==> config.mk <==
export PLATFORM = sky130hd
export DESIGN_NAME = ibex_sec_erase_seq
export DESIGN_NICKNAME = d
export VERILOG_FILES = /design/src/rtl/ibex_sec_erase_seq.sv
export SDC_FILE = /design/constraint.sdc
export NUM_CORES = 1
export LEC_CHECK = 0
export CAP_MARGIN = 20
export CORE_MARGIN = 2
export CORE_UTILIZATION = 49
export CTS_CLUSTER_DIAMETER = 30
export DETAILED_ROUTE_END_ITERATION = 6
export HOLD_SLACK_MARGIN = 0.03
export PLACE_DENSITY = 0.8
export SLEW_MARGIN = 25
export SYNTH_ARGS = -nofsm -noshare
export SYNTH_HDL_FRONTEND = slang
export SYNTH_SLANG_ARGS = --single-unit
==> constraint.sdc <==
create_clock -name clk_i -period 2.4 [get_ports clk_i]
set_input_delay 0.36 -clock clk_i [delete_from_list [all_inputs] [get_ports clk_i]]
set_output_delay 0.36 -clock clk_i [all_outputs]
set_load 0.02 [all_outputs]
==> src/rtl/ibex_sec_erase_seq.sv <==
// ibex_sec_erase_seq: sweeps a masked register bank, writing zero or LFSR data through the RF write ports
module ibex_sec_erase_seq #(
  parameter int          NumRegs   = 32,
  parameter int          DataWidth = 32,
  parameter int          WrPorts   = 1,
  parameter logic [31:0] LfsrSeed  = 32'hACE1_2468
) (
  input  logic                           clk_i,
  input  logic                           rst_i,
  input  logic                           erase_req_i,
  output logic                           erase_ready_o,
  input  logic                           erase_bank_i,
  input  logic [NumRegs/2-1:0]           erase_mask_i,
  input  logic                           erase_mode_i,
  input  logic                           flush_i,
  output logic [WrPorts-1:0]             rf_we_o,
  output logic [WrPorts*$clog2(NumRegs)-1:0] rf_waddr_o,
  output logic [WrPorts*DataWidth-1:0]   rf_wdata_o,
  output logic                           busy_o,
  output logic                           done_o
);
  localparam int Half  = NumRegs / 2;
  localparam int AddrW = $clog2(NumRegs);
  typedef enum logic [1:0] {IDLE, SWEEP, DONE} state_e;
  state_e               state;
  logic [Half-1:0]      mask_q, mask_nxt, req_mask;
  logic                 bank_q, mode_q, act;
  logic [31:0]          lfsr, rot;
  logic [WrPorts-1:0]   sel;
  logic [AddrW-2:0]     idx [WrPorts];
  assign req_mask      = erase_mask_i & ~{{(Half-1){1'b0}}, ~erase_bank_i};
  assign act           = state == SWEEP && !flush_i && !rst_i;
  assign erase_ready_o = state == IDLE;
  assign busy_o        = state != IDLE;
  assign done_o        = state == DONE && !flush_i && !rst_i;
  // pick the WrPorts lowest set mask bits, lowest index on port 0
  always_comb begin
    mask_nxt = mask_q;
    sel = '0;
    for (int p = 0; p < WrPorts; p++) begin
      idx[p] = '0;
      for (int i = Half - 1; i >= 0; i--) if (mask_nxt[i]) idx[p] = (AddrW-1)'(i);
      sel[p] = |mask_nxt;
      mask_nxt[idx[p]] = 1'b0;
    end
  end
  // drive per-port enables, addresses and fill data
  always_comb begin
    rf_we_o = '0;
    rf_waddr_o = '0;
    rf_wdata_o = '0;
    rot = '0;
    for (int p = 0; p < WrPorts; p++) begin
      rot = 32'({lfsr, lfsr} >> (32 - 8 * (p % 4)));
      rf_we_o[p] = act & sel[p];
      rf_waddr_o[p*AddrW +: AddrW] = {bank_q, idx[p]};
      for (int b = 0; b < DataWidth; b++) rf_wdata_o[p*DataWidth + b] = mode_q & rot[b % 32];
    end
  end
  // free-running Galois LFSR for random fill
  always_ff @(posedge clk_i)
    lfsr <= rst_i ? LfsrSeed : (lfsr[0] ? (lfsr >> 1) ^ 32'h8020_0003 : lfsr >> 1);
  // sequencer FSM: accept, sweep, pulse done; flush aborts back to idle
  always_ff @(posedge clk_i) begin
    if (rst_i) begin
      state  <= IDLE;
      mask_q <= '0;
      bank_q <= 1'b0;
      mode_q <= 1'b0;
    end else begin
      case (state)
        IDLE: if (erase_req_i) begin
          mask_q <= req_mask;
          bank_q <= erase_bank_i;
          mode_q <= erase_mode_i;
          state  <= |req_mask ? SWEEP : DONE;
        end
        SWEEP: begin
          mask_q <= flush_i ? '0 : mask_nxt;
          state  <= flush_i ? IDLE : (|mask_nxt ? SWEEP : DONE);
        end
        default: state <= IDLE;
      endcase
    end
  end
endmodule

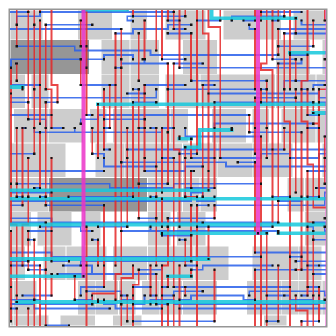
Run 1: a small window of the routed layout
Window x 25 to 50, y 10 to 35 microns. Cells in gray, sequential cells in the stronger gray; small squares are vias.
- met2: red
- met1: blue
- met3: cyan
- met4: magenta
- cells with their middle in the window: 61
- netlist names of flops here include: mask_q (2)
- sequential cells in the window: 2
- most frequent: buf_4 (12), nor2_1 (9), nand2_1 (6)

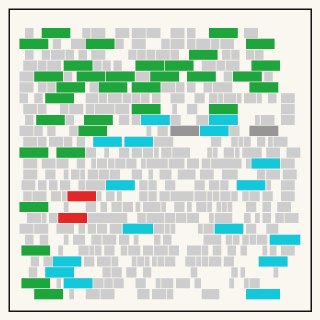
Run 1: where the registers sit
Drawn at 4 px/micron.
- lfsr: green (sequential cells 32)
- state: red (sequential cells 2)
- mask_q: cyan (sequential cells 16)
- not colored: 2

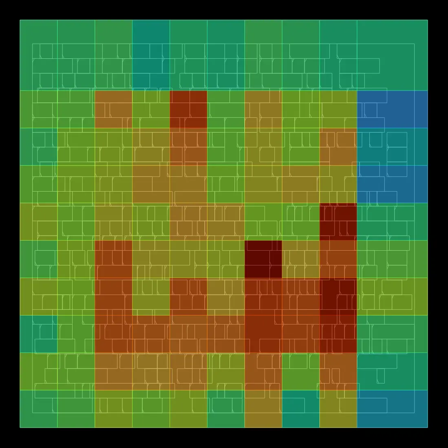
Run 1: routing congestion map
layer with the highest usage: met2
Routed WL per cell: 15.8 microns
Core Util, Final: 0.729
met1 usage in global routing: 0.349
GRT Resource Usage Total: 0.264

==> impl_metrics.yaml, run 1 <==
# flow metrics
floorplan:
  die-area_sq_um: 5640
  core_sq_um: 4790
  fp-utilization: 0.518
  design.portCount: 63
  die_x_microns: 75.1
  fp.dieH_microns: 75.1
  rows: 25
synth:
  topCellsByArea: "dfxtp_1, and2_1, nor2_1, nor2b_1, or2_2"
  edf_count: 0
  avgSynthCellArea_sq_um: 8.63
  top_area_frac: 0.420
  synthTopCellsByCount: "dfxtp_1, and2_1, nor2_1, nand2_1, nor2b_1"
  top_cell: "dfxtp_1"
  syn-num-nets: 309
  async_flop_share: 0
  synth_flop_count: 52
  ys.flop_type: "dfxtp_1"
  synth.distinct_cells: 52
  syn_inst: 287
  syn-cell-area_sq_um: 2480
  yosysTopAreaCell: "dfxtp_1"
  ys_seq_frac: 0.420
  ys_cells: 287
  ys_area_sq_um: 2480
  synth_warnings: 0
global_routing:
  antenna_found_initial: 0
  grt_max_degree: 43
  grt_pass1_wl_microns: 11200
  grt_pass1_vias: 2356
  grt_overflow_total: 0
hold_path:
  worstHoldPathType: "register to register"
  holdPathStages: 1
placement:
  place.detailed.hpwl_microns: 5170
  postPlaceCellArea_sq_um: 3340
  place.gp.congestion: 0.965
  portBuffers: 62
  post-place-ws_ns: -0.0664
timing:
  finalMaxSlewViolations: 0
  rsz0062_at_grt: "true"
  max_freq_ghz: 0.437
  setup_violations: 0
  finalHoldViolations: 0
  clock_skew_ns: 0.00691
  tightest_slew_ns: 0.462
  slew-limit-headroom: 0.689
  min_period_ns: 2.29
  post-route-period-util: 0.954
  setup_slack_ns: 0.111
cells_and_area:
  fin_nets: 397
  final_cell_area_sq_um: 3490
  drive_above_1_share: 0.221
  num_antenna_cells: 0
  area_delta_synth_final_pct: 40.8
clock_tree:
  ctsHoldBuffers: 0
  cts_tree: "built"
  clk_latency_ns: 0.31
  post_cts_buffers: 0
  cts_root_buffer: "clkbuf_8"
  clkTransAtPathRegs_ns: 0.10
  cts_sinks: 52
  cts_buffers: 5
  max-clock-path-buffers: 2
  h-tree-depth: 2
critical_path:
  crit_end: "state[1]"
  crit_fanout: 6
  start_kind: "register"
  worstPathArrival_ns: 2.53
  critPathCaptureType: "register"
  criticalPathCategory: "register to register"
  timing.rr.end: "state[1]"
  reg2reg_depth: 8
  cp_data_required_time_ns: 2.64
  r2r_start: "mask_q[10]"
  startpoint: "mask_q[10]"
  reg2reg_slack_ns: 0.11
power_and_ir_drop:
  peakVddDrop_mv: 0.433
  power.density_nw_per_um2: 729
  p_leak_nw: 1.39
run:
  tool_warnings: 28
  maxCapViolations: 0
route:
  drt_wl_total_microns: 6990
  drt_iter0_drc: 159
  vias: 2386
  drt-pass1-iter-count: 4
  route.detailed.drc: 0
  drt.antenna.violating_nets: 0
  viasPerCell: 5.39
outcome:
  status: "complete, no violations"
-- run 1: logic make-up after synthesis --
kind of cell | Yosys count | synth area share
AND/OR/NAND/NOR | 153 | 0.345
AND-OR/OR-AND | 56 | 0.163
flip-flops | 52 | 0.420
buffers and inverters | 21 | 0.0535
XOR/XNOR | 3 | 0.0106
multiplexers | 2 | 0.00808
-- run 1: where the power goes --
part	switching, mW	internal (mW)	total, mW
Combinational	0.510	0.487	0.997
Sequential	0.0793	0.940	1.02
Clock	0.311	0.215	0.525
Total	0.900	1.64	2.54
-- run 1: layout make-up --
cell class	count	area, sq um
clock inverter	3	27.5
clock buffer	5	68.8
tap	67	83.8
multi-input combinational	214	1350
sequential	52	1050
fill	390	1300
timing repair buffer	100	900
inverter	2	7.51
-- run 1: how the worst min path moves through the flow --
stage / start / end / slack, ns
finish: lfsr[23] / lfsr[22] / 0.44
global route: lfsr[23] / lfsr[22] / 0.46
CTS: lfsr[23] / lfsr[22] / 0.44
detailed placement: lfsr[11] / lfsr[10] / 0.42
global placement: lfsr[23] / lfsr[22] / 0.41
floorplan: lfsr[11] / lfsr[10] / 0.41
-- run 1: worst max-delay path, stage by stage (launching register included) --
cell,delay [ns]
dfxtp_1,0.51
nor4_2,0.09
o31a_1,0.13
or2_4,0.30
o31ai_2,0.31
nand4_1,0.19
a2111oi_4,0.32
nand4_1,0.15
a211oi_2,0.22
-- run 1: through the flow --
step / hold slack [ns] / setup TNS [ns] / cells / total power [mW]
2_1_floorplan: 0.406 / 0 / 287 / 1.58
6_report: 0.442 / 0 / 443 / 2.54
5_1_grt: 0.455 / -0.0506 / 443 / 2.68
3_3_place_gp: 0.413 / -0.0543 / 435 / 1.98
3_5_place_dp: 0.420 / -0.0680 / 435 / 1.99
4_1_cts: 0.443 / -0.0141 / 443 / 2.52
-- run 1: what timing repair did --
| item | CTS | global route |
|---|---|---|
| endpoints found under the setup margin | 5 | 4 |
| pin swaps | 0 | 1 |
| gates resized | 7 | 12 |
-- run 1: flip-flops by register name (all words and copies together) (netlist names) --
signal and flops:
lfsr 32, mask_q 16, state 2, bank_q 1
mode_q 1
-- run 1: cells in the final DEF (no fill, tap or decap), types with 5 or more instances in the layout --
cell	count
clkdlybuf4s50_1	57
nor2b_1	18
nor4_1	6
nand2_1	20
a21oi_1	9
clkbuf_8	5
o21ai_0	10
and2_1	32
or2_2	15
dfxtp_1	49
a22oi_1	9
nor2_1	32
buf_4	38
-- run 1: metal layers --
metal | global-route usage | vias up | wire length, microns
li1 | - | 1167 | -
met1 | 0.349 | 1115 | 3070
met2 | 0.423 | 91 | 3230
met3 | 0.0629 | 13 | 561
met4 | 0.0893 | 0 | 129
met5 | 0 | - | 0
==> inputs of run 2 (changes only) <==
- ABC_AREA: not set -> 1
- CORE_UTILIZATION: 49 -> 51
- CTS_BUF_LIST: not set -> sky130_fd_sc_hd__clkbuf_4 sky130_fd_sc_hd__clkbuf_8
- PLACE_DENSITY: 0.8 -> 0.82
- REMOVE_ABC_BUFFERS: not set -> 1
==> run 2 against run 1 <==
Setup slack better by 0.077 ns. Area after synthesis is 4.0% higher. Utilization is 2.5 points lower. Sequential share of layout area is 0.97 points higher. Largest cell class unchanged. Largest power group unchanged. Highest routed layer unchanged.
==> impl_metrics.yaml, run 2 <==
# flow metrics
timing:
  setup_slack_ns: 0.188
  clock_skew_ns: 0.00909
  finalMaxSlewViolations: 0
  whs_ns: 0.427
  max_freq_ghz: 0.452
  setup_violations: 0
  rsz0062_at_grt: "false"
  setup_tns_ns: 0
  min_period_ns: 2.21
  slew-limit-headroom: 0.623
  tightest_slew_ns: 0.560
  post-route-period-util: 0.922
  finalHoldViolations: 0
global_routing:
  grt_pass1_wl_microns: 10300
  grt_overflow_total: 0
  antenna_found_initial: 0
  grt_max_degree: 32
  grt_pass1_vias: 2336
synth:
  syn_inst: 384
  syn-cell-area_sq_um: 2580
  top_cell: "nand2_1"
  synth.distinct_cells: 28
  synth_warnings: 0
  async_flop_share: 0
  topCellsByArea: "dfxtp_1, nand2_1, inv_1, o21ai_0, nor2_1"
  synthTopCellsByCount: "nand2_1, inv_1, dfxtp_1, nor2_1, o21ai_0"
  synth_flop_count: 52
  yosysTopAreaCell: "dfxtp_1"
  edf_count: 0
  ys.flop_type: "dfxtp_1"
  avgSynthCellArea_sq_um: 6.71
  ys_cells: 384
  ys_seq_frac: 0.404
  ys_area_sq_um: 2580
  top_area_frac: 0.404
cells_and_area:
  regMostFlops: "lfsr"
  drive_above_1_share: 0.128
  lay_top_count: "nand2_1"
  fill_cells: 415
  fin_nets: 468
  reg_top3: "lfsr (32), mask_q (16), state (2)"
  largest_register_ffs: 32
  area_delta_synth_final_pct: 30.8
  final_cell_area_sq_um: 3370
  num_antenna_cells: 0
  mostFrequentLayoutCells: "nand2_1, inv_1, clkdlybuf4s50_1, dfxtp_1, nor2_1"
  final_cells: 514
critical_path:
  r2r_start: "mask_q[12]"
  reg2reg_depth: 18
  start_kind: "primary input"
  reg2reg_slack_ns: 0.29
  path_buffers: 2
  critical_path.max_stage_delay_ns: 0.62
  crit_family: "buffers and inverters"
  cp_data_required_time_ns: 2.04
  critPathCaptureType: "primary output"
  path_cells: "clkdlybuf4s50_1 > nor2_1 > nand2_1 > a21oi_1 > clkdlybuf4s50_1"
  crit_end: "rf_we_o"
  crit_top_cell: "clkdlybuf4s50_1"
  crit_fanout: 2
  worstPathArrival_ns: 1.85
  critPathSlowestCell: "clkdlybuf4s50_1"
  cp_num_cells: 5
  timing.rr.end: "state[0]"
  startpoint: "flush_i"
  criticalPathCategory: "primary input to primary output"
route:
  drt-pass1-iter-count: 4
  vias: 2550
  wl_per_cell_microns: 12.2
  drt_iter0_drc: 135
  drt.antenna.violating_nets: 0
  viasPerCell: 4.96
  route.detailed.drc: 0
  drt_wl_total_microns: 6290
floorplan:
  fp.dieH_microns: 75.1
  rows: 25
  design.portCount: 63
  core_sq_um: 4790
  fp-utilization: 0.538
  die-area_sq_um: 5640
  die_x_microns: 75.1
placement:
  portBuffers: 62
  place.gp.congestion: 0.989
  place.detailed.hpwl_microns: 4640
  post-place-ws_ns: 0.145
  postPlaceCellArea_sq_um: 3280
  numPlacedInstances: 506
clock_tree:
  clkTransAtPathRegs_ns: 0.10
  clk_latency_ns: 0.31
  max-clock-path-buffers: 2
  cts_tree: "built"
  ctsHoldBuffers: 0
  cts_root_buffer: "clkbuf_8"
  cts-resized-gates: 2
  h-tree-depth: 2
  cts_sinks: 52
  cts_buffers: 5
  post_cts_buffers: 0
power_and_ir_drop:
  peakVddDrop_mv: 0.577
  switching_share: 0.366
  power.density_nw_per_um2: 677
  p_sw_mw: 0.835
  seq_power_share: 0.444
  p_int_mw: 1.44
  pwr-share-comb: 0.328
  p_clk_frac: 0.228
  p_leak_nw: 1.69
run:
  tool_warnings: 25
  maxCapViolations: 0
outcome:
  status: "complete, no violations"
hold_path:
  worstHoldPathType: "register to register"
-- run 2: cell types whose count changed after synthesis, sizes merged, moves of 10 or more --
| cell | before | now |
|---|---|---|
| inv | 2 | 78 |
| nand2 | 20 | 88 |
| and2 | 33 | 1 |
| o21ai | 10 | 36 |
| nand3 | 5 | 24 |
| nor2b | 18 | 0 |
| a21oi | 9 | 20 |
| nor2 | 33 | 43 |
-- run 2: how the worst min path moves through the flow --
stage,from,cells after the start,end,slack (ns)
after global routing,lfsr[18],2,lfsr[17],0.44
after global placement,lfsr[3],2,lfsr[2],0.41
final,lfsr[9],2,lfsr[8],0.43
after detailed placement,lfsr[9],2,lfsr[8],0.41
after floorplan,lfsr[12],2,lfsr[11],0.40
after CTS,lfsr[9],2,lfsr[8],0.43
-- run 2: kinds of logic after synthesis --
kind of cell	Yosys count	share of synthesized area
flip-flops	52	0.404
AND/OR/NAND/NOR	181	0.334
AND-OR/OR-AND	57	0.119
XOR/XNOR	2	0.00680
buffers and inverters	92	0.136
-- run 2: layout make-up --
cell class                 count  area, sq um  share of cell area
timing repair buffer          69          668               0.198
multi-input combinational    240         1180               0.352
clock inverter                 3         26.3             0.00780
inverter                      78          293              0.0869
clock buffer                   5         68.8              0.0204
sequential                    52         1040               0.310
tap                           67         83.8              0.0249
-- run 2: worst min-delay path, delay by kind of cell (launching register included) --
family / cells / cell delay, ns
buffers and inverters: 1 / 0.05
and+or+nand+nor: 1 / 0.03
DFF: 1 / 0.32
-- run 2: power by group through the flow --
| stage | Sequential, mW | Combinational, mW | Clock [mW] |
|---|---|---|---|
| final | 1.01 | 0.747 | 0.520 |
| after floorplan | 1.02 | 0.488 | 0 |
| after global routing | 1.02 | 0.826 | 0.563 |
| after CTS | 1.01 | 0.751 | 0.530 |
| after global placement | 1.03 | 0.739 | 0 |
| after detailed placement | 1.03 | 0.753 | 0 |
-- run 2: routing by layer --
layer | global-route usage | up-vias | wire length (microns) | part of all wire
met4 | 0.0754 | 0 | 114 | 0.018
met2 | 0.388 | 90 | 2950 | 0.47
li1 | - | 1298 | - | -
met1 | 0.319 | 1150 | 2800 | 0.44
met3 | 0.0388 | 12 | 428 | 0.068
met5 | 0 | - | 0 | 0
-- run 2: metrics by stage --
stage / power (mW) / util
floorplan: 1.51 / -
global placement: 1.76 / 0.684
detailed placement: 1.78 / 0.684
CTS: 2.29 / 0.704
global route: 2.41 / 0.704
finish: 2.28 / 0.704
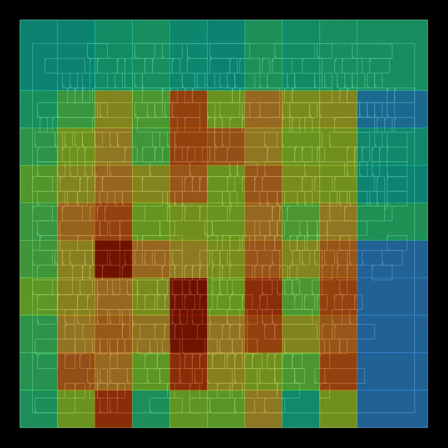
Run 2: routing congestion map
met1 usage in global routing: 0.319
GRT Resource Usage Total: 0.237
GRT met3 Usage: 0.0388

==> inputs of run 3 (changes only) <==
- SLEW_MARGIN: 25 -> 40
==> run 3 against run 2 <==
Hold slack unchanged. First-iteration DRC count unchanged. Combinational power barely moved. Clock power hardly changed.
==> impl_metrics.yaml, run 3 <==
# flow metrics
global_routing:
  grt_max_degree: 32
  grt_pass1_wl_microns: 10300
  grt_pass1_vias: 2336
  grt_overflow_total: 0
  antenna_found_initial: 0
  grt.total_usage: 0.237
cells_and_area:
  mostFrequentLayoutCells: "nand2_1, inv_1, clkdlybuf4s50_1, dfxtp_1, nor2_1"
  fin_nets: 468
  drive_above_1_share: 0.128
  reg_top3: "lfsr (32), mask_q (16), state (2)"
  num_antenna_cells: 0
  regMostFlops: "lfsr"
  lay_top_count: "nand2_1"
  largest_register_ffs: 32
  area_delta_synth_final_pct: 30.8
synth:
  topCellsByArea: "dfxtp_1, nand2_1, inv_1, o21ai_0, nor2_1"
  synth_flop_count: 52
  top_area_frac: 0.404
  avgSynthCellArea_sq_um: 6.71
  async_flop_share: 0
  syn-cell-area_sq_um: 2580
  synthTopCellsByCount: "nand2_1, inv_1, dfxtp_1, nor2_1, o21ai_0"
  synth_warnings: 0
  yosysTopAreaCell: "dfxtp_1"
  ys_cells: 384
  syn_inst: 384
  ys.flop_type: "dfxtp_1"
  synth.distinct_cells: 28
  ys_seq_frac: 0.404
  edf_count: 0
  ys_area_sq_um: 2580
  top_cell: "nand2_1"
timing:
  clock_skew_ns: 0.00909
  rsz0062_at_grt: "false"
  setup_tns_ns: 0
  setup_slack_ns: 0.188
  tightest_slew_ns: 0.560
  min_period_ns: 2.21
  post-route-period-util: 0.922
  setup_violations: 0
  whs_ns: 0.427
  finalHoldViolations: 0
  max_freq_ghz: 0.452
  slew-limit-headroom: 0.623
  finalMaxSlewViolations: 0
clock_tree:
  cts_root_buffer: "clkbuf_8"
  cts_sinks: 52
  clk_latency_ns: 0.31
  ctsHoldBuffers: 0
  cts_tree: "built"
  h-tree-depth: 2
  clkTransAtPathRegs_ns: 0.10
  post_cts_buffers: 0
  cts-resized-gates: 2
  max-clock-path-buffers: 2
  cts_buffers: 5
route:
  drt.antenna.violating_nets: 0
  drt_iter0_drc: 135
  vias: 2550
  drt_wl_total_microns: 6290
  route.detailed.drc: 0
  viasPerCell: 4.96
  wl_per_cell_microns: 12.2
  drt-pass1-iter-count: 4
critical_path:
  criticalPathCategory: "primary input to primary output"
  worstPathArrival_ns: 1.85
  reg2reg_slack_ns: 0.29
  crit_fanout: 2
  r2r_start: "mask_q[12]"
  timing.rr.end: "state[0]"
  critPathCaptureType: "primary output"
  startpoint: "flush_i"
  start_kind: "primary input"
  cp_data_required_time_ns: 2.04
  reg2reg_depth: 18
hold_path:
  whs_endpoint: "lfsr[8]"
  hold_start: "lfsr[9]"
  worstHoldPathType: "register to register"
  holdPathStages: 2
run:
  maxCapViolations: 0
  tool_warnings: 25
placement:
  place.gp.congestion: 0.989
  portBuffers: 62
  place.detailed.hpwl_microns: 4640
  post-place-ws_ns: 0.145
floorplan:
  fp.dieH_microns: 75.1
  rows: 25
  die_x_microns: 75.1
  core_sq_um: 4790
  fp-utilization: 0.538
  design.portCount: 63
  die-area_sq_um: 5640
power_and_ir_drop:
  power.density_nw_per_um2: 677
  peakVddDrop_mv: 0.577
  p_leak_nw: 1.69
  p_total_mw: 2.28
outcome:
  status: "complete, no violations"
run 3: layer usage:
metal / GRT usage / wire length [microns] / part of all wire / vias up
li1: - / - / - / 1298
met1: 0.319 / 2800 / 0.44 / 1150
met2: 0.388 / 2950 / 0.47 / 90
met3: 0.0388 / 428 / 0.068 / 12
met4: 0.0754 / 114 / 0.018 / 0
met5: 0 / 0 / 0 / -
run 3: cells by family after synthesis:
| family | Yosys count | synth area share |
|---|---|---|
| buf+inv | 92 | 0.136 |
| xor+xnor | 2 | 0.00680 |
| compound gates | 57 | 0.119 |
| simple gates | 181 | 0.334 |
| flops | 52 | 0.404 |
run 3: worst max-delay path by stage:
stage,cells after the start,to,slack [ns]
final,5,rf_we_o,0.19
after global routing,18,rf_waddr_o[0],0.03
after CTS,4,rf_waddr_o[2],0.0002
after detailed placement,17,rf_waddr_o[0],0.14
after global placement,17,rf_waddr_o[0],0.19
after floorplan,5,rf_we_o,0.35
run 3: through the flow:
stage	instance area, sq um	std cells	util
after floorplan	2520	370	-
after global placement	3280	506	0.684
after detailed placement	3280	506	0.684
after CTS	3370	514	0.704
after global routing	3370	514	0.704
final	3370	514	0.704
run 3: power by group:
| part | switching, mW | total (mW) | internal (mW) | leakage (nW) |
|---|---|---|---|---|
| sequential | 0.0707 | 1.01 | 0.942 | 0.433 |
| clock | 0.307 | 0.520 | 0.213 | 0.0423 |
| combinational | 0.456 | 0.747 | 0.290 | 1.21 |
run 3: final cells by class:
cell class	count	area [sq um]
clock buffer	5	68.8
clock inverter	3	26.3
fill	415	1420
inverter	78	293
multi-input combinational	240	1180
sequential	52	1040
tap	67	83.8
timing repair buffer	69	668
run 3: worst max-delay path, stage by stage:
cell	delay, ns
clkdlybuf4s50_1	0.43
nor2_1	0.18
nand2_1	0.12
a21oi_1	0.14
clkdlybuf4s50_1	0.62
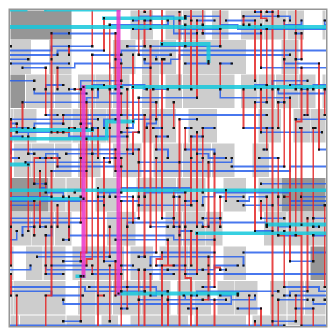
Run 3: a small window of the routed layout
Window x 25 to 50, y 10 to 35 microns. Cells in gray, sequential cells in the stronger gray; small squares are vias.
- met4: magenta
- met1: blue
- met2: red
- met3: cyan
- sequential cells in the window: 1
- most frequent: nand2_1 (19), nand3_1 (15), inv_1 (11)
- netlist names of flops here include: mask_q (1)
- cells with their middle in the window: 81

Power and IR drop assume default switching activity.
